===== src/rtl/led_code_rx_pkg.sv =====
// Shared definitions for the pulse-width-coded LED line receiver.
// Holds frame FSM encoding, pulse classes, error codes, symbol geometry
// and the nominal tick widths also used by the LED transmitter.
package led_code_rx_pkg;

    localparam int unsigned SYM_BITS     = 5;
    localparam int unsigned SYMS_PER_MSG = 4;
    localparam int unsigned IDX_W        = 2;
    localparam int unsigned CNT_W        = 6;
    localparam int unsigned BIT_CNT_W    = 3;
    localparam int unsigned ERR_W        = 2;

    // Nominal line timing in ticks, shared with the transmitter
    localparam int unsigned NOM_ZERO_TICKS = 7;
    localparam int unsigned NOM_ONE_TICKS  = 12;
    localparam int unsigned NOM_BIT_TICKS  = 20;
    localparam int unsigned NOM_SEP_TICKS  = 1;

    localparam logic [ERR_W-1:0] ERR_NONE       = 2'd0;
    localparam logic [ERR_W-1:0] ERR_SEP_IN_SYM = 2'd1;
    localparam logic [ERR_W-1:0] ERR_OVERLONG   = 2'd2;
    localparam logic [ERR_W-1:0] ERR_TIMEOUT    = 2'd3;

    typedef enum logic [1:0] {
        ST_IDLE,
        ST_DATA,
        ST_WAIT_SEP,
        ST_SEP
    } rx_state_t;

    typedef enum logic [1:0] {
        PC_SEP,
        PC_ZERO,
        PC_ONE,
        PC_LONG
    } pulse_class_t;

    // One completed high pulse, reported at its falling edge
    typedef struct packed {
        logic         valid;
        pulse_class_t cls;
    } pulse_evt_t;

    // Map a measured high width onto its protocol meaning
    function automatic pulse_class_t classify_width(
        input logic [CNT_W-1:0] w,
        input logic [CNT_W-1:0] zero_min,
        input logic [CNT_W-1:0] one_min,
        input logic [CNT_W-1:0] one_max
    );
        if (w < zero_min)      return PC_SEP;
        else if (w < one_min)  return PC_ZERO;
        else if (w <= one_max) return PC_ONE;
        else                   return PC_LONG;
    endfunction

endpackage


===== src/rtl/led_pulse_meter.sv =====
// Line front end: synchronizes led_in, divides clk into protocol ticks,
// measures high and low widths in ticks and reports each finished high
// pulse as a classified event plus a once-per-gap timeout strobe.
//   clk, rst_n   : clock, async active-low reset
//   led_in       : raw asynchronous coded line
//   pulse_evt_c  : valid for one cycle at the synchronized falling edge
//   timeout_c    : one cycle when the low gap reaches GAP_TIMEOUT ticks
module led_pulse_meter
    import led_code_rx_pkg::*;
#(
    parameter int unsigned CLK_PER_TICK = 1,
    parameter int unsigned ZERO_MIN     = 4,
    parameter int unsigned ONE_MIN      = 10,
    parameter int unsigned ONE_MAX      = 15,
    parameter int unsigned GAP_TIMEOUT  = 40
) (
    input  logic       clk,
    input  logic       rst_n,
    input  logic       led_in,
    output pulse_evt_t pulse_evt_c,
    output logic       timeout_c
);

    localparam int unsigned PRE_W = (CLK_PER_TICK > 1) ? $clog2(CLK_PER_TICK) : 1;
    localparam logic [CNT_W-1:0] CNT_MAX = '1;

    logic [1:0]       sync_q;
    logic             line_d_q;
    logic [PRE_W-1:0] pre_q;
    logic [CNT_W-1:0] width_q;
    logic [CNT_W-1:0] gap_q;
    logic             to_seen_q;

    logic line_c;
    logic rise_c;
    logic fall_c;
    logic tick_c;

    assign line_c = sync_q[1];
    assign rise_c = line_c & ~line_d_q;
    assign fall_c = ~line_c & line_d_q;
    assign tick_c = (pre_q == PRE_W'(CLK_PER_TICK - 1));

    // Two-flop synchronizer plus edge-detect history
    always_ff @(posedge clk or negedge rst_n) begin
        if (!rst_n) begin
            sync_q   <= '0;
            line_d_q <= 1'b0;
        end else begin
            sync_q   <= {sync_q[0], led_in};
            line_d_q <= line_c;
        end
    end

    // Free-running tick prescaler
    always_ff @(posedge clk or negedge rst_n) begin
        if (!rst_n) pre_q <= '0;
        else        pre_q <= tick_c ? '0 : pre_q + PRE_W'(1);
    end

    // High width; the rising-edge cycle already counts as high time
    always_ff @(posedge clk or negedge rst_n) begin
        if (!rst_n) begin
            width_q <= '0;
        end else if (rise_c) begin
            width_q <= tick_c ? CNT_W'(1) : '0;
        end else if (line_c && tick_c && (width_q != CNT_MAX)) begin
            width_q <= width_q + CNT_W'(1);
        end
    end

    // Low gap width, mirrored on the falling edge
    always_ff @(posedge clk or negedge rst_n) begin
        if (!rst_n) begin
            gap_q <= '0;
        end else if (fall_c) begin
            gap_q <= tick_c ? CNT_W'(1) : '0;
        end else if (!line_c && tick_c && (gap_q != CNT_MAX)) begin
            gap_q <= gap_q + CNT_W'(1);
        end
    end

    // Remembers that this gap already timed out (prescaler may dwell on the value)
    always_ff @(posedge clk or negedge rst_n) begin
        if (!rst_n)         to_seen_q <= 1'b0;
        else if (fall_c)    to_seen_q <= 1'b0;
        else if (timeout_c) to_seen_q <= 1'b1;
    end

    // Steady-low requirement keeps a stale gap value from firing at a fall
    assign timeout_c = ~line_c & ~line_d_q & ~to_seen_q &
                       (gap_q == CNT_W'(GAP_TIMEOUT));

    // Sub-tick pulses (width 0) are dropped
    always_comb begin
        pulse_evt_c.valid = fall_c && (width_q != '0);
        pulse_evt_c.cls   = classify_width(width_q, CNT_W'(ZERO_MIN),
                                           CNT_W'(ONE_MIN), CNT_W'(ONE_MAX));
    end

endmodule


===== src/rtl/led_code_rx.sv =====
// Pulse-width-coded LED line decoder. Assembles 5-bit symbols MSB first
// from classified pulses and reports four symbols per message.
//   clk, rst_n : clock, async active-low reset
//   led_in     : asynchronous coded line
//   sym_data   : last decoded symbol, bit 4 received first (held)
//   sym_valid  : one-cycle strobe for a new symbol
//   sym_idx    : position 0..3 of sym_data within its message
//   msg_done   : strobe with sym_valid on the last symbol of a message
//   err        : one-cycle protocol error strobe
//   err_code   : 1 separator in symbol, 2 overlong, 3 gap timeout (held)
module led_code_rx
    import led_code_rx_pkg::*;
#(
    parameter int unsigned CLK_PER_TICK = 1,
    parameter int unsigned ZERO_MIN     = 4,
    parameter int unsigned ONE_MIN      = 10,
    parameter int unsigned ONE_MAX      = 15,
    parameter int unsigned GAP_TIMEOUT  = 40
) (
    input  logic                clk,
    input  logic                rst_n,
    input  logic                led_in,
    output logic [SYM_BITS-1:0] sym_data,
    output logic                sym_valid,
    output logic [IDX_W-1:0]    sym_idx,
    output logic                msg_done,
    output logic                err,
    output logic [ERR_W-1:0]    err_code
);

    pulse_evt_t pulse_evt_c;
    logic       timeout_c;

    led_pulse_meter #(
        .CLK_PER_TICK (CLK_PER_TICK),
        .ZERO_MIN     (ZERO_MIN),
        .ONE_MIN      (ONE_MIN),
        .ONE_MAX      (ONE_MAX),
        .GAP_TIMEOUT  (GAP_TIMEOUT)
    ) u_meter (
        .clk         (clk),
        .rst_n       (rst_n),
        .led_in      (led_in),
        .pulse_evt_c (pulse_evt_c),
        .timeout_c   (timeout_c)
    );

    rx_state_t              state_q,    state_d;
    logic [SYM_BITS-1:0]    shreg_q,    shreg_d;
    logic [BIT_CNT_W-1:0]   bit_cnt_q,  bit_cnt_d;
    logic [IDX_W-1:0]       next_idx_q, next_idx_d;
    logic [SYM_BITS-1:0]    sym_data_d;
    logic                   sym_valid_d;
    logic [IDX_W-1:0]       sym_idx_d;
    logic                   msg_done_d;
    logic                   err_d;
    logic [ERR_W-1:0]       err_code_d;

    logic                bit_val_c;
    logic [SYM_BITS-1:0] shifted_c;

    assign bit_val_c = (pulse_evt_c.cls == PC_ONE);
    assign shifted_c = {shreg_q[SYM_BITS-2:0], bit_val_c};

    // Frame state and registered outputs
    always_ff @(posedge clk or negedge rst_n) begin
        if (!rst_n) begin
            state_q    <= ST_IDLE;
            shreg_q    <= '0;
            bit_cnt_q  <= '0;
            next_idx_q <= '0;
            sym_data   <= '0;
            sym_valid  <= 1'b0;
            sym_idx    <= '0;
            msg_done   <= 1'b0;
            err        <= 1'b0;
            err_code   <= ERR_NONE;
        end else begin
            state_q    <= state_d;
            shreg_q    <= shreg_d;
            bit_cnt_q  <= bit_cnt_d;
            next_idx_q <= next_idx_d;
            sym_data   <= sym_data_d;
            sym_valid  <= sym_valid_d;
            sym_idx    <= sym_idx_d;
            msg_done   <= msg_done_d;
            err        <= err_d;
            err_code   <= err_code_d;
        end
    end

    // Frame FSM: next state, symbol assembly and error reporting
    always_comb begin
        state_d     = state_q;
        shreg_d     = shreg_q;
        bit_cnt_d   = bit_cnt_q;
        next_idx_d  = next_idx_q;
        sym_data_d  = sym_data;
        sym_valid_d = 1'b0;
        sym_idx_d   = sym_idx;
        msg_done_d  = 1'b0;
        err_d       = 1'b0;
        err_code_d  = err_code;

        if (pulse_evt_c.valid) begin
            unique case (pulse_evt_c.cls)
                PC_LONG: begin
                    err_d      = 1'b1;
                    err_code_d = ERR_OVERLONG;
                    shreg_d    = '0;
                    bit_cnt_d  = '0;
                    state_d    = ST_IDLE;
                end
                PC_SEP: begin
                    unique case (state_q)
                        ST_DATA: begin
                            err_d      = 1'b1;
                            err_code_d = ERR_SEP_IN_SYM;
                            shreg_d    = '0;
                            bit_cnt_d  = '0;
                            state_d    = ST_IDLE;
                        end
                        ST_WAIT_SEP, ST_SEP: state_d = ST_SEP;
                        default:             state_d = ST_IDLE;
                    endcase
                end
                PC_ZERO, PC_ONE: begin
                    if (state_q == ST_DATA) begin
                        shreg_d = shifted_c;
                        if (bit_cnt_q == BIT_CNT_W'(SYM_BITS - 1)) begin
                            sym_valid_d = 1'b1;
                            sym_data_d  = shifted_c;
                            sym_idx_d   = next_idx_q;
                            msg_done_d  = (next_idx_q == IDX_W'(SYMS_PER_MSG - 1));
                            next_idx_d  = next_idx_q + IDX_W'(1);
                            bit_cnt_d   = '0;
                            state_d     = ST_WAIT_SEP;
                        end else begin
                            bit_cnt_d = bit_cnt_q + BIT_CNT_W'(1);
                        end
                    end else begin
                        // A bit straight after a symbol counts as a missing separator
                        shreg_d   = {{(SYM_BITS-1){1'b0}}, bit_val_c};
                        bit_cnt_d = BIT_CNT_W'(1);
                        state_d   = ST_DATA;
                    end
                end
                default: state_d = state_q;
            endcase
        end else if (timeout_c && ((state_q != ST_IDLE) || (next_idx_q != '0))) begin
            err_d      = 1'b1;
            err_code_d = ERR_TIMEOUT;
            shreg_d    = '0;
            bit_cnt_d  = '0;
            next_idx_d = '0;
            sym_idx_d  = '0;
            state_d    = ST_IDLE;
        end
    end

endmodule


===== config.mk =====
export PLATFORM = sky130hd
export DESIGN_NAME = led_code_rx
export DESIGN_NICKNAME = d
export VERILOG_FILES = /design/src/rtl/led_code_rx_pkg.sv /design/src/rtl/led_pulse_meter.sv /design/src/rtl/led_code_rx.sv
export SDC_FILE = /design/constraint.sdc
export NUM_CORES = 1
export LEC_CHECK = 0
export CAP_MARGIN = 20
export CORE_MARGIN = 10
export CORE_UTILIZATION = 55
export DETAILED_ROUTE_END_ITERATION = 8
export PLACE_DENSITY_LB_ADDON = 0.3
export SYNTH_ARGS = -nofsm -noshare
export SYNTH_HDL_FRONTEND = slang
export SYNTH_HIERARCHICAL = 1
export SYNTH_SLANG_ARGS = --single-unit

===== constraint.sdc =====
create_clock -name clk -period 6.5 [get_ports clk]
set_input_delay 0.65 -clock clk [delete_from_list [all_inputs] [get_ports clk]]
set_output_delay 0.65 -clock clk [all_outputs]
set_load 0.01 [all_outputs]

run_1/m1.png
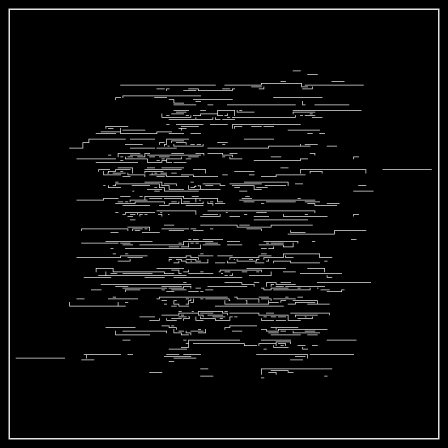
The layer carries 1740 µm of wire. 184 nets have wire on it. The wires run mostly horizontal. The layer holds 45% of the routed length.

run_1/m2.png
Bar = 20 µm. Cells faint in the background.
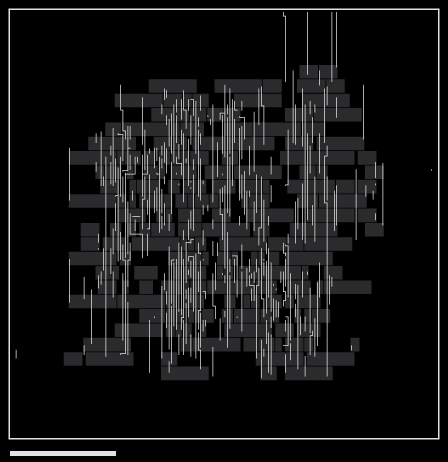
The layer holds 47% of the routed length. The layer carries 1790 µm of wire. The wires run mostly vertical. The longest straight run is 37.7 µm.

==> run notes, run 1 <==
Implementation run completed; key figures follow.

Route:
- The routed design shows a via density per instance of 5.82.
- The run puts the antenna violation net count after detailed routing at 0.
- Dividing the detail-routed wire length by the instance count gives 15.8 µm.
- The run gives the total routed wirelength as 3840 µm.
- The first detailed-routing pass ran for 4 iterations.
- After the first detailed-routing iteration, the DRC count stood at 127.

Finish:
- The run puts the share of post-route cells with drive strength above 1 at 0.133.
- The library cells used most frequently in the layout, excluding fill and tap cells, are 39 x dfrtp_1, 18 x inv_1, 13 x ha_1, 13 x clkdlybuf4s50_1.
- Per the cell usage report, the commonest logic cell in the layout is dfrtp_1.
- After filler insertion, the fill cell instance count of the layout stands at 307.
- Compared with the post-synthesis result, the final layout area differs by 10.7%.
- The run puts the final design utilization at 0.625.

Final timing:
- The run gives the worst hold slack across all endpoints as 0.365 ns.
- The run gives the upper clock frequency limit as 361 MHz.
- The run gives the accumulated negative setup slack as 0 ns.
- The run gives the slew at the pin closest to its max-slew limit as 0.846 ns.
- The run gives the final critical-path required period as 2.77 ns.
- The run puts the headroom to the max-slew limit at 0.436.
- The run puts the total count of hold-check failures in the final report at 0.

Placement:
- Buffers placed on the I/O ports in this run total 14.
- The run gives the final HPWL from detailed placement as 2710 µm.
- RePlAce ended its routability-driven mode at a weighted congestion of 0.898.

Clocking:
- For this design, the CTS-stage hold fixing added 0 buffers.
- The run gives the number of CTS-inserted buffers as 5.
- The run gives the number of gates given a new drive strength after cts as 0.
- In this run the number of H-tree levels came out at 2.
- The run puts the TritonCTS sink count at 39.
- The run gives the clock slew seen by the registers of the worst setup and hold paths as 0.08 ns.
- The run gives the number of setup buffers added after CTS as 0.
- Clock tree synthesis selected as its root buffer the cell clkbuf_8.

Global routing:
- Global routing finished with a remaining overflow of 0.
- The run puts the total track usage at 0.125.
- The run puts the global-route wire length before repair at 6620 µm.
- The run puts the number of antenna violations at the first check in global routing at 0.
- The run puts the via count of the first global-routing pass at 1429.
- The run puts the pin count of the biggest net entering global routing at 40.

Job:
- The run gives the tool warning count as 34.

Die:
- Per the OpenROAD floorplan log, the height of the die is 81.0 µm.
- The run gives the overall chip area as 6570 µm².
- The run puts the pre-placement core utilization at 0.564.
- The run gives the number of placement rows as 22.

Min path:
- In this run the most critical hold path is launched from u_meter/sync_q[0].
- The run gives the cell depth of the worst min-delay path as 0.
- The run gives the class of the tightest hold or removal check as reg -> reg.
- The worst hold path terminates at u_meter/sync_q[1].

Synth:
- The run gives the area reported by Yosys stat as 2050 µm².
- Of the total synthesized cell area, the portion taken by XOR and XNOR cells is 0.
- The average instance in the mapped netlist occupies 11.4 µm².
- The synthesized design contains 0 enable-type register cells.
- Summing all multiplexer cells gives an area fraction of 0.0696.
- The run gives the number of cells produced by synthesis as 180.
- The run puts the total number of yosys warnings at 6.
- Counting flops with an async set or reset pin after synthesis yields a share of 1.00.
- The run gives the adder and majority gate portion of the synthesized area as 0.0794.
- The run gives the count of state elements after synthesis as 39.
- By area the synthesized netlist is led by dfrtp_1 48%, ha_1 7.9%, a22o_1 3.8%.
- The run puts the top cell type's share of synthesized area at 0.476.
- The run puts the total cells reported by yosys after synthesis at 180.
- Post-synth the commonest register cell is dfrtp_1.
- In this run, the synthesized area fraction spent on and/or/nand/nor cells is recorded as 0.111.
- Among all cell types in the netlist, the one instantiated most often is dfrtp_1.
- The run puts the distinct cell type count after synthesis at 49.
- The run puts the proportion of synthesized chip area in sequential cells at 0.476.

Power:
- The run puts the leakage power at 1.04 nW.
- The script computed a power per unit cell area of 267 nW/µm².

Setup path:
- Looking at the setup timing report, the critical path kind is reg -> reg.
- The capture point of the worst register-to-register path is recorded as next_idx_q[0].
- STA puts the critical path data arrival time at 2.95 ns.
- The run puts the minimum setup slack among reg-to-reg paths at 3.73 ns.
- The run gives the worst setup path startpoint as u_meter/line_d_q.
- The run gives the standard cell with the maximum stage delay on the critical path as a31oi_1.
- The run gives the endpoint kind of the worst setup timing path as a flip-flop.
- The run puts the critical path's largest stage delay at 0.64 ns.
- The worst setup path is launched from a flip-flop.
- The run gives the largest fanout on the critical path as 12.

Run status:
- The run finished with clean final reports.
run_1/m3.png
Bar = 20 µm.
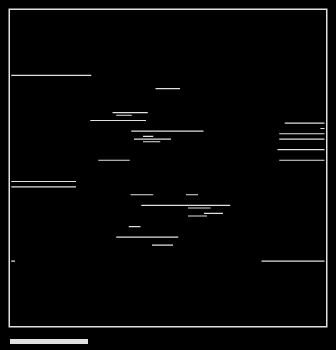
The longest straight run is 22.5 µm. 26 nets have wire on it.

## run 1: layer usage
metal | track usage | vias up | share of wire
li1 | - | 680 | -
met1 | 0.157 | 682 | 0.45
met2 | 0.203 | 48 | 0.47
met3 | 0.0430 | 4 | 0.070
met4 | 0.0311 | 0 | 0.0099
met5 | 0 | - | 0
## run 1: registers in the layout, indices dropped and copies added (netlist names)
register / cells
sym_idx: 2
u_meter/width_q: 6
sym_valid: 1
u_meter/sync_q: 2
msg_done: 1
u_meter/gap_q: 6
next_idx_q: 2
bit_cnt_q: 3
u_meter/line_d_q: 1
err_code: 2
err: 1
u_meter/to_seen_q: 1
state_q: 2
sym_data: 5
shreg_q: 4
## run 1: power breakdown
group	switching (mW)	internal (mW)	leakage, nW
Sequential	0.0368	0.268	0.518
Combinational	0.0757	0.0609	0.480
Clock	0.0893	0.0747	0.0402
Total	0.202	0.403	1.04
## run 1: critical path, delay by kind of cell, from the launching register on
kind	cells	cell delay [ns]
DFF	1	0.58
AOI/OAI and AO/OA	2	0.75
muxes	1	0.30
and+or+nand+nor	3	1.01
## run 1: through the flow
step / setup WS (ns) / instance area [µm²] / instances / total power, mW
floorplan: 4.23 / 2050 / 180 / 0.403
global placement: 3.91 / 2180 / 235 / 0.435
detailed placement: 3.77 / 2180 / 235 / 0.441
CTS: 3.74 / 2270 / 243 / 0.606
global route: 3.45 / 2270 / 243 / 0.639
finish: 3.73 / 2270 / 243 / 0.605
## run 1: layout make-up
type | instances | area, µm² | share of cell area
inverters | 18 | 67.6 | 0.0298
flip-flops and latches | 39 | 976 | 0.430
clock inverters | 3 | 20.0 | 0.00882
multi-input cells | 116 | 942 | 0.415
clock buffers | 5 | 68.8 | 0.0303
repair buffers | 14 | 135 | 0.0595
well taps | 48 | 60.1 | 0.0265
--- run 2 (diff from run 1) ---
--- a/config.mk
+++ b/config.mk
@@ -7,7 +7,7 @@
 export LEC_CHECK = 0
 export CAP_MARGIN = 20
 export CORE_MARGIN = 10
-export CORE_UTILIZATION = 55
+export CORE_UTILIZATION = 52
 export DETAILED_ROUTE_END_ITERATION = 8
 export PLACE_DENSITY_LB_ADDON = 0.3
 export SYNTH_ARGS = -nofsm -noshare
==> constraint.sdc (replaced) <==
create_clock -name clk -period 2.3 [get_ports clk]
set_input_delay 0.23 -clock clk [delete_from_list [all_inputs] [get_ports clk]]
set_output_delay 0.23 -clock clk [all_outputs]
set_load 0.01 [all_outputs]
run_2/closeup.png
Bar = 5 µm. Region (11, 52) to (31, 72) µm. Cells in grey, sequential cells in the stronger grey; small squares are vias.
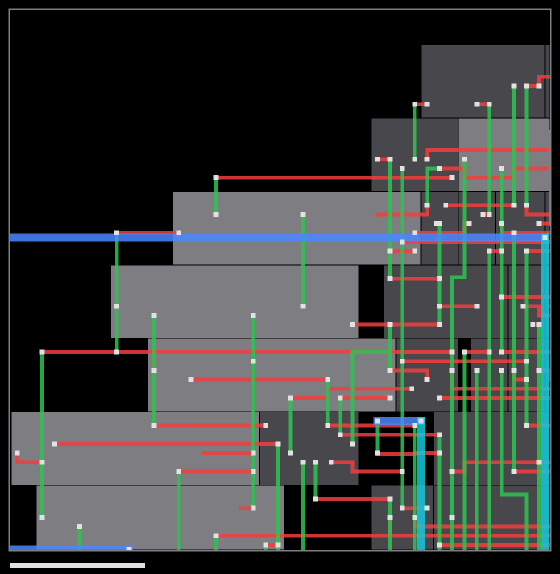
Key: M1 = red; M2 = green; M3 = blue; M4 = cyan
Most frequent: dfrtp_1 (5), inv_1 (3). Netlist names of flops here include `bit_cnt_q` (2), `err_code` (2). Sequential cells in the window: 5. 18 logic cells have their middle in the window.

run_2/m3.png
Bar = 20 µm.
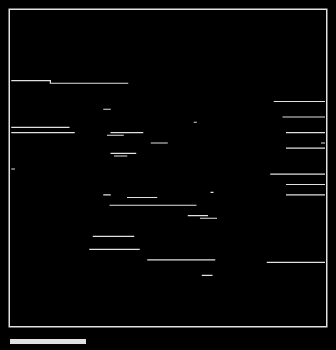
vias post-DR: 1487
met3 usage: 0.0356

==> run notes, run 2 <==
Implementation run completed; key figures follow.

Min path:
- The worst hold path belongs to the class in -> async.

Synth:
- The run puts the fraction of registers with async set or reset after synthesis at 1.00 (unchanged).
- The top cell type's share of synthesized area was 0.476 (unchanged).
- The run puts the area share of xor/xnor cells in the synthesized design at 0 (unchanged).
- The run gives the cell with the most instances after synthesis as dfrtp_1.
- The adder and majority gate portion of the synthesized area is 0.0794 (unchanged).
- After synthesis, the most frequently instantiated cells are 39 x dfrtp_1, 18 x inv_1, 13 x ha_1.
- The run gives the proportion of synthesized chip area in sequential cells as 0.476 (unchanged).
- The run puts the distinct cell type count after synthesis at 49 (unchanged).
- Post-synth the commonest register cell is dfrtp_1.
- The run puts the count of state elements after synthesis at 39 (unchanged).
- The run gives the compound-cell area share of the yosys netlist as 0.200.
- The run gives the number of cells produced by synthesis as 180 (unchanged).
- The run gives the dominant kind of combinational cell as AND-OR/OR-AND gates.
- In this run the cell area of the synthesized design comes to 2050 µm².
- The run gives the number of nets in the synthesized netlist as 196.
- Looking at area per cell type in the netlist, the leader is dfrtp_1.
- The post-synth tally of flip-flops with integrated enable is 0 (unchanged).
- The run gives the total cells reported by yosys after synthesis as 180 (unchanged).
- The main area contributors are dfrtp_1 48%, ha_1 7.9%, a22o_1 3.8%.
- The run gives the basic-gate share of the synthesized area counting and, or, nand and nor cells as 0.111 (unchanged).
- The run gives the mux share of post-synthesis cell area as 0.0696 (unchanged).
- The run gives the total number of yosys warnings as 6 (unchanged).
- The run puts the mean post-synth cell area at 11.4 µm² (unchanged).
- The area reported by Yosys stat is 2050 µm² (unchanged).

Clocking:
- The TritonCTS sink count came to 39 (unchanged).
- The run puts the level count of the clock H-tree at 2 (unchanged).
- The run gives the CTS tree as done.
- The clock slew seen by the registers of the worst setup and hold paths came to 0.08 ns (about the same).
- The run gives the later-pin clock latency in the skew report as 0.30 ns.
- The cell sitting at the root of the clock tree is a clkbuf_8.
- The number of CTS-inserted buffers was 5 (unchanged).
- The run gives the buffer levels on the longest clock path as 2.

Die:
- The height of the die came to 82.8 µm (+2.1%).
- The run puts the I/O pin count at 15.
- The pre-placement core utilization is 0.547 (-0.0166).
- The number of placement rows came to 22 (unchanged).
- The run puts the die outline width at 82.8 µm.
- The run puts the overall chip area at 6850 µm² (+4.3%).
- The run gives the area of the core region as 3740 µm².

Setup path:
- The run puts the largest fanout on the critical path at 7 (-5).
- Per STA, the worst path is made up of nor2_2 > nand2_1 > inv_1 > ha_1 > and4b_1 > nor2b_4 > buf_4 > buf_4 > mux2_2.
- The minimum setup slack among reg-to-reg paths came to 0.18 ns (-3.55 ns).
- The run gives the type of the setup path with the least slack as reg -> reg.
- The worst endpoint data arrival time is 2.31 ns (-0.64 ns).
- The run gives the reg-to-reg critical path endpoint as next_idx_q[0].
- The largest individual stage delay along the critical path comes from the cell dfrtp_1.
- The run puts the critical path's largest stage delay at 0.47 ns (-0.17 ns).
- Looking at the reg2reg group, the worst path starts from u_meter/width_q[5].
- The run gives the startpoint kind of the worst setup timing path as a flip-flop.
- STA classifies the critical path endpoint as a flip-flop.
- For the worst flop-to-flop path, the logic depth is 9.
- In this design, the critical path's most frequently occurring cell is buf_4.
- The OpenROAD report gives the critical path a required time of 2.48 ns.

Route:
- The run puts the number of design-rule violations left by the first detailed-router iteration at 136 (+7.1%).
- The total routed wirelength is 4070 µm (+5.9%).
- The run gives the antenna violation net count after detailed routing as 0 (unchanged).
- The run puts the detailed-router iteration count before antenna repair at 4 (unchanged).
- The run gives the wire length per cell after detailed routing as 16.0 µm (+1.3%).
- The run gives the met1 wire length as 1790 µm (+2.8%).
- Per the detail_route log, the uppermost layer with routed signals is met4.
- The run puts the sum of met3 wire segment lengths after detailed routing at 268 µm (unchanged).
- After detailed routing, the number of remaining DRC violations is 0.
- The post-detailed-route via-to-cell ratio was 5.85 (+0.61%).
- The run puts the routed length on met2 at 1910 µm (+6.5%).

Placement:
- The run gives the cell area reported after detailed placement as 2250 µm² (+3.1%).
- The run puts the cell count after placement at 244 (+3.8%).
- The run puts the final HPWL from detailed placement at 2870 µm (+5.9%).
- The routability-driven placement congestion ratio came to 0.846 (-5.8%).
- The worst slack at placement is 0.0959 ns (-3.67 ns).
- The run gives the number of buffer cells added on primary ports as 14 (unchanged).

Finish:
- The run puts the area of all placed cells without fillers at 2420 µm² (+6.6%).
- The largest registers in the layout are u_meter/gap_q (6), u_meter/width_q (6), sym_data (5).
- The run gives the number of antenna cells inserted as 0.
- Among logic cells in the layout, the one with the most instances is dfrtp_1.
- The run gives the number of standard cells in the final layout excluding fillers as 254 (+4.5%).
- The run gives the final design utilization as 0.646 (+0.0214).
- The run puts the filler cell count at 300 (-2.3%).
- The run puts the net count of the finished layout at 221.
- The run puts the layout overhead on the synthesized area at 18.0%.
- In the layout the commonest cells are 39 x dfrtp_1, 17 x inv_1, 13 x ha_1, 13 x clkdlybuf4s50_1, 10 x buf_4.
- The share of post-route cells with drive strength above 1 came to 0.194 (+0.0608).

Job:
- The tool warning count was 34 (unchanged).
- Per the run summary, max-cap violations total 0.

Power:
- The run gives the power share of the sequential group as 0.431 (-0.072).
- The run gives the clock network fraction of design power as 0.349 (+0.078).
- The run gives the portion of total power attributed to combinational logic as 0.220 (-0.006).
- The run gives the switching power total as 580 µW (+190%).
- The run gives the internal power of the cells as 1.38 mW (+240%).
- The leakage power came to 1.12 nW (+8.2%).
- The run gives the power density relative to cell area as 812 nW/µm² (+200%).
- The run gives the post-route total power as 1.96 mW (+220%).
- The run gives the peak supply drop as 0.548 mV.
- The run puts the fraction of power spent switching nets at 0.296 (-0.0379).

Final timing:
- The run gives the upper clock frequency limit as 471 MHz (+31%).
- The run gives the worst-case clock skew as 0.00431 ns.
- Per the final report, max-transition violations number 0.
- The run gives the ratio of final minimum period to clock period as 0.922.
- The total count of hold-check failures in the final report is 0 (unchanged).
- The worst hold slack across all endpoints came to 0.0346 ns (-0.330 ns).
- The final critical-path required period came to 2.12 ns (-0.649 ns).
- The run gives the accumulated negative setup slack as 0 ns (unchanged).
- The headroom to the max-slew limit is 0.439 (+0.00283).
- Setup repair after global routing left no endpoint under its margin.
- The end-of-flow timing check tallies setup violations at 0.
- The run gives the final setup slack of the worst path as 0.178 ns (-3.55 ns).
- The run gives the slew at the pin closest to its max-slew limit as 0.842 ns (-0.00425 ns).

Global routing:
- The global router reports that the layer with the highest usage is met2.
- The run puts the aggregate global routing overflow at 0 (unchanged).
- The run puts the global-route wire length before repair at 7090 µm (+7.1%).
- The pin count of the biggest net entering global routing is 40 (unchanged).
- The run puts the met1 track demand over resource in global routing at 0.170 (+0.0133).
- The run puts the via count of the first global-routing pass at 1500 (+5.0%).
- The run gives the met2 track utilization from global routing as 0.204 (+0.00145).
- The run gives the total track usage as 0.134 (+0.00898).
- The number of antenna violations at the first check in global routing came to 0 (unchanged).

Run status:
- The flow ran to the end, and the final reports show no timing, DRC or antenna violations.
run 2: cell counts after synthesis:
Identical to the previous run, type by type.
run 2: final cells by class:
cell class                 count  area, µm²  share of cell area
inverter                      18       67.6              0.0279
clock buffer                   5       68.8              0.0285
timing repair buffer          25        230              0.0952
multi-input combinational    116        948               0.392
sequential                    39        976               0.404
tap                           48       60.1              0.0248
clock inverter                 3       67.6              0.0279
run 2: worst max path at each step:
| stage | from | endpoint | slack (ns) | cells after the start |
|---|---|---|---|---|
| 2_1_floorplan | u_meter/width_q[2] | sym_data[1] | 0.03 | 10 |
| 3_3_place_gp | u_meter/width_q[1] | next_idx_q[0] | 0.18 | 9 |
| 3_5_place_dp | u_meter/width_q[1] | next_idx_q[0] | 0.1 | 9 |
| 4_1_cts | u_meter/width_q[1] | next_idx_q[0] | 0.08 | 9 |
| 5_1_grt | u_meter/width_q[5] | next_idx_q[0] | 0.04 | 9 |
| 6_report | u_meter/width_q[5] | next_idx_q[0] | 0.18 | 9 |
run 2: timing repair:
action	CTS	global route
setup endpoints to repair	0	10
setup buffers	0	2
resized	0	5
hold buffers	0	0
run 2: worst max-delay path: cells and delay by family, from the launching register on:
| family | cells | cell delay, ns |
|---|---|---|
| adders and majority gates | 1 | 0.24 |
| buffers and inverters | 3 | 0.38 |
| DFF | 1 | 0.47 |
| muxes | 1 | 0.25 |
| and+or+nand+nor | 4 | 0.67 |
run 2: power by group through the flow:
stage | Clock, mW | Combinational, mW | Sequential, mW
after global routing | 0.722 | 0.487 | 0.861
after floorplan | 0 | 0.293 | 0.844
final | 0.685 | 0.432 | 0.846
after CTS | 0.692 | 0.429 | 0.841
after global placement | 0 | 0.405 | 0.845
after detailed placement | 0 | 0.419 | 0.852
--- run 3 (diff from run 2) ---
--- a/config.mk
+++ b/config.mk
@@ -14,3 +14,4 @@
 export SYNTH_HDL_FRONTEND = slang
 export SYNTH_HIERARCHICAL = 1
 export SYNTH_SLANG_ARGS = --single-unit
+export TNS_END_PERCENT = 30
run_3/m1.png
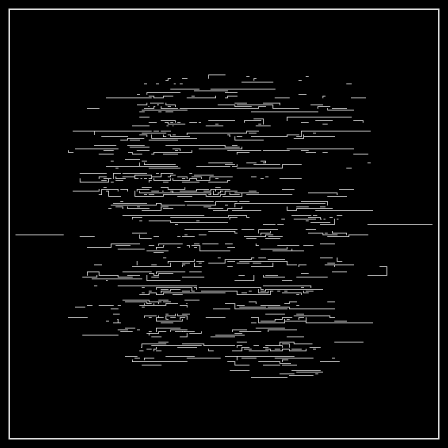
195 nets have wire on it. The wires run mostly horizontal. The layer carries 1790 µm of wire. The longest straight run is 17.5 µm. The layer holds 44% of the routed length.

run_3/m3.png
Bar = 20 µm.
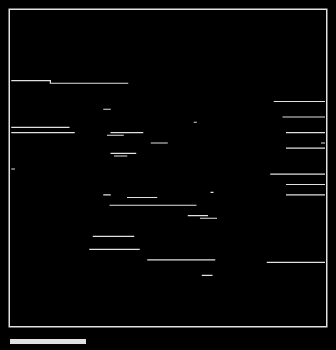
The wires run mostly horizontal. The layer holds 6.6% of the routed length. 24 nets have wire on it. The layer carries 268 µm of wire. The longest straight run is 22.5 µm.

==> run notes, run 3 <==
Implementation run completed; key figures follow.

Setup path:
- The run gives the largest fanout on the critical path as 7 (unchanged).
- The minimum setup slack among reg-to-reg paths was 0.18 ns (about the same).
- The run gives the startpoint kind of the worst setup timing path as a flip-flop.
- The timing report shows the most common cell along the critical path to be buf_4.
- The number of gates on the worst path with buffers counted was 9 (unchanged).
- The run gives the reg-to-reg critical path endpoint as next_idx_q[0].
- In this run the critical register-to-register path is launched from u_meter/width_q[5].
- The run puts the count of cells along the worst register-to-register path at 9 (unchanged).
- Per STA, the worst path accumulates the most delay in the family simple AND/OR/NAND/NOR gates.
- Traced cell by cell, the critical path runs through nor2_2 > nand2_1 > inv_1 > ha_1 > and4b_1 > nor2b_4 > buf_4 > buf_4 > mux2_2.
- The run puts the critical path required time at 2.48 ns (about the same).
- The run gives the worst endpoint data arrival time as 2.31 ns (about the same).
- The worst setup path is of the reg -> reg kind.
- The run gives the buffers plus inverters on the worst setup path as 3 (unchanged).
- The critical path's largest stage delay came to 0.47 ns (about the same).
- The run gives the standard cell with the maximum stage delay on the critical path as dfrtp_1.
- The run gives the endpoint kind of the worst setup timing path as a flip-flop.

Route:
- The remaining routing DRC violations is 0 (unchanged).
- The run gives the antenna violation net count after detailed routing as 0 (unchanged).
- The wire length per cell after detailed routing was 16.0 µm (unchanged).
- The run gives the number of design-rule violations left by the first detailed-router iteration as 136 (unchanged).
- The total via count in the routed design was 1487 (unchanged).
- The run puts the detailed-router iteration count before antenna repair at 4 (unchanged).
- The run gives the total routed wirelength as 4070 µm (unchanged).
- The run gives the post-detailed-route via-to-cell ratio as 5.85 (unchanged).

Power:
- The internal power of the cells is 1.38 mW (unchanged).
- The power dissipated in the clock network is 685 µW (about the same).
- The run gives the power in sequential cells as 846 µW (about the same).
- The run gives the portion of total power attributed to combinational logic as 0.220 (about the same).
- The run gives the leakage power as 1.12 nW (unchanged).
- Per report_power, the top consumer among the power groups is sequential cells.
- The run gives the clock network fraction of design power as 0.349 (about the same).
- The run puts the post-route total power at 1.96 mW (unchanged).
- The run puts the fraction of power spent switching nets at 0.296 (unchanged).
- The power in combinational cells came to 432 µW (about the same).
- The run puts the power density relative to cell area at 812 nW/µm² (unchanged).
- The run gives the power share of the sequential group as 0.431 (about the same).
- The run puts the peak supply drop at 0.548 mV (unchanged).
- The run gives the switching power total as 580 µW (unchanged).

Final timing:
- The total count of hold-check failures in the final report was 0 (unchanged).
- Setup repair after global routing left no endpoint under its margin.
- The run puts the worst-case clock skew at 0.00431 ns (unchanged).
- The ratio of final minimum period to clock period came to 0.922 (unchanged).
- The run puts the number of setup violations in the final report at 0 (unchanged).
- The run puts the final number of max-transition violations at 0 (unchanged).
- The run puts the final setup slack of the worst path at 0.178 ns (unchanged).
- The run gives the headroom to the max-slew limit as 0.439 (unchanged).
- The run gives the accumulated negative setup slack as 0 ns (unchanged).
- The run puts the slew at the pin closest to its max-slew limit at 0.842 ns (unchanged).
- The run gives the upper clock frequency limit as 471 MHz (unchanged).
- The run gives the final critical-path required period as 2.12 ns (unchanged).

Clocking:
- The run puts the number of hold buffers added after CTS at 0 (unchanged).
- Per the CTS log, the root buffer master is clkbuf_8.
- The run gives the number of setup buffers added after CTS as 0 (unchanged).
- The number of gates given a new drive strength after cts is 0 (unchanged).
- The run puts the number of CTS-inserted buffers at 5 (unchanged).
- The run puts the level count of the clock H-tree at 2 (unchanged).
- The TritonCTS sink count is 39 (unchanged).
- The run gives the buffer levels on the longest clock path as 2 (unchanged).
- The run gives the CTS tree as done.
- The later-pin clock latency in the skew report is 0.30 ns (about the same).
- The clock slew seen by the registers of the worst setup and hold paths was 0.08 ns (about the same).

Placement:
- The run puts the worst slack at placement at 0.0959 ns (unchanged).
- The run gives the final HPWL from detailed placement as 2870 µm (unchanged).
- The routability-driven placement congestion ratio was 0.846 (unchanged).
- The number of buffer cells added on primary ports is 14 (unchanged).
- The run gives the cell count after placement as 244 (unchanged).
- The run puts the cell area reported after detailed placement at 2250 µm² (unchanged).

Global routing:
- The number of antenna violations at the first check in global routing came to 0 (unchanged).
- The run puts the total track usage at 0.134 (unchanged).
- The run gives the aggregate global routing overflow as 0 (unchanged).
- The run puts the via count of the first global-routing pass at 1500 (unchanged).
- The run gives the global-route wire length before repair as 7090 µm (unchanged).
- The run gives the pin count of the biggest net entering global routing as 40 (unchanged).

Synth:
- The proportion of synthesized chip area in sequential cells came to 0.476 (unchanged).
- The run gives the area reported by Yosys stat as 2050 µm² (unchanged).
- The fraction of registers with async set or reset after synthesis is 1.00 (unchanged).
- The run gives the total cells reported by yosys after synthesis as 180 (unchanged).
- The run puts the number of cells produced by synthesis at 180 (unchanged).
- By count the netlist is led by 39 x dfrtp_1, 18 x inv_1, 13 x ha_1.
- The run gives the summed instance area of the synthesized netlist as 2050 µm² (unchanged).
- The run puts the distinct cell type count after synthesis at 49 (unchanged).
- The run puts the top cell type's share of synthesized area at 0.476 (unchanged).
- For reference, the top cells by area after synthesis are dfrtp_1 48%, ha_1 7.9%, a22o_1 3.8%.
- Among all flip-flop cells after synthesis, the most frequent one is dfrtp_1.
- The run puts the count of state elements after synthesis at 39 (unchanged).
- The run puts the total number of yosys warnings at 6 (unchanged).
- The run puts the post-synth tally of flip-flops with integrated enable at 0 (unchanged).
- The run gives the cell taking the most area after synthesis as dfrtp_1.
- The run puts the mean post-synth cell area at 11.4 µm² (unchanged).
- The number of nets in the synthesized netlist is 196 (unchanged).
- The most common cell in the synthesized netlist is dfrtp_1.

Finish:
- The run puts the number of standard cells in the final layout excluding fillers at 254 (unchanged).
- The run puts the share of post-route cells with drive strength above 1 at 0.194 (unchanged).
- The run puts the net count of the finished layout at 221 (unchanged).
- In the final layout, the registers with the most flip-flops are u_meter/gap_q (6), u_meter/width_q (6), sym_data (5).
- The area of all placed cells without fillers came to 2420 µm² (unchanged).
- The filler cell count came to 300 (unchanged).
- The run gives the most common library cell in the layout ignoring fill and taps as dfrtp_1.
- The run gives the number of antenna cells inserted as 0 (unchanged).
- Ranking logic cells in the layout by count gives the top entries 39 x dfrtp_1, 17 x inv_1, 13 x ha_1, 13 x clkdlybuf4s50_1, 10 x buf_4.
- The run gives the layout overhead on the synthesized area as 18.0% (unchanged).

Die:
- The run gives the die outline width as 82.8 µm (unchanged).
- The run gives the height of the die as 82.8 µm (unchanged).
- The run puts the number of placement rows at 22 (unchanged).
- The run gives the pre-placement core utilization as 0.547 (unchanged).
- The overall chip area is 6850 µm² (unchanged).
- The I/O pin count was 15 (unchanged).
- The run puts the area of the core region at 3740 µm² (unchanged).

Job:
- The run gives the tool warning count as 34 (unchanged).

Run status:
- The run finished with clean final reports.

Min path:
- The type recorded for the worst min-delay path is in -> async.
-- run 3: cell counts after synthesis --
No cell type changed its count.
-- run 3: final cells by class --
| cell class | count | area, µm² | share of cell area |
|---|---|---|---|
| flip-flops and latches | 39 | 976 | 0.404 |
| multi-input cells | 116 | 948 | 0.392 |
| repair buffers | 25 | 230 | 0.0952 |
| clock buffers | 5 | 68.8 | 0.0285 |
| clock inverters | 3 | 67.6 | 0.0279 |
| inverters | 18 | 67.6 | 0.0279 |
| well taps | 48 | 60.1 | 0.0248 |
-- run 3: kinds of logic after synthesis --
logic type	Yosys count	share of synthesized area
AND-OR/OR-AND	52	0.200
adder cells (fa/ha/maj)	13	0.0794
buffers and inverters	25	0.0641
flip-flops	39	0.476
multiplexers	12	0.0696
AND/OR/NAND/NOR	39	0.111
-- run 3: per-layer routing --
layer | part of all wire | up-vias | global-route usage
met3 | 0.066 | 9 | 0.0356
met2 | 0.47 | 42 | 0.204
li1 | - | 704 | -
met5 | 0 | - | 0
met1 | 0.44 | 732 | 0.170
met4 | 0.024 | 0 | 0.0719
-- run 3: worst max path at each step --
stage,startpoint,endpoint,slack [ns]
detailed placement,u_meter/width_q[1],next_idx_q[0],0.1
floorplan,u_meter/width_q[2],sym_data[1],0.03
global placement,u_meter/width_q[1],next_idx_q[0],0.18
global route,u_meter/width_q[5],next_idx_q[0],0.04
CTS,u_meter/width_q[1],next_idx_q[0],0.08
finish,u_meter/width_q[5],next_idx_q[0],0.18
-- run 3: per-stage QoR --
| stage | hold WS (ns) | util |
|---|---|---|
| after detailed placement | 0.336 | 0.601 |
| after CTS | 0.0739 | 0.637 |
| after global placement | 0.332 | 0.601 |
| after floorplan | -0.0656 | - |
| after global routing | 0.112 | 0.646 |
| final | 0.0346 | 0.646 |
No activity file was given, so power comes from the tool's default toggle rates.
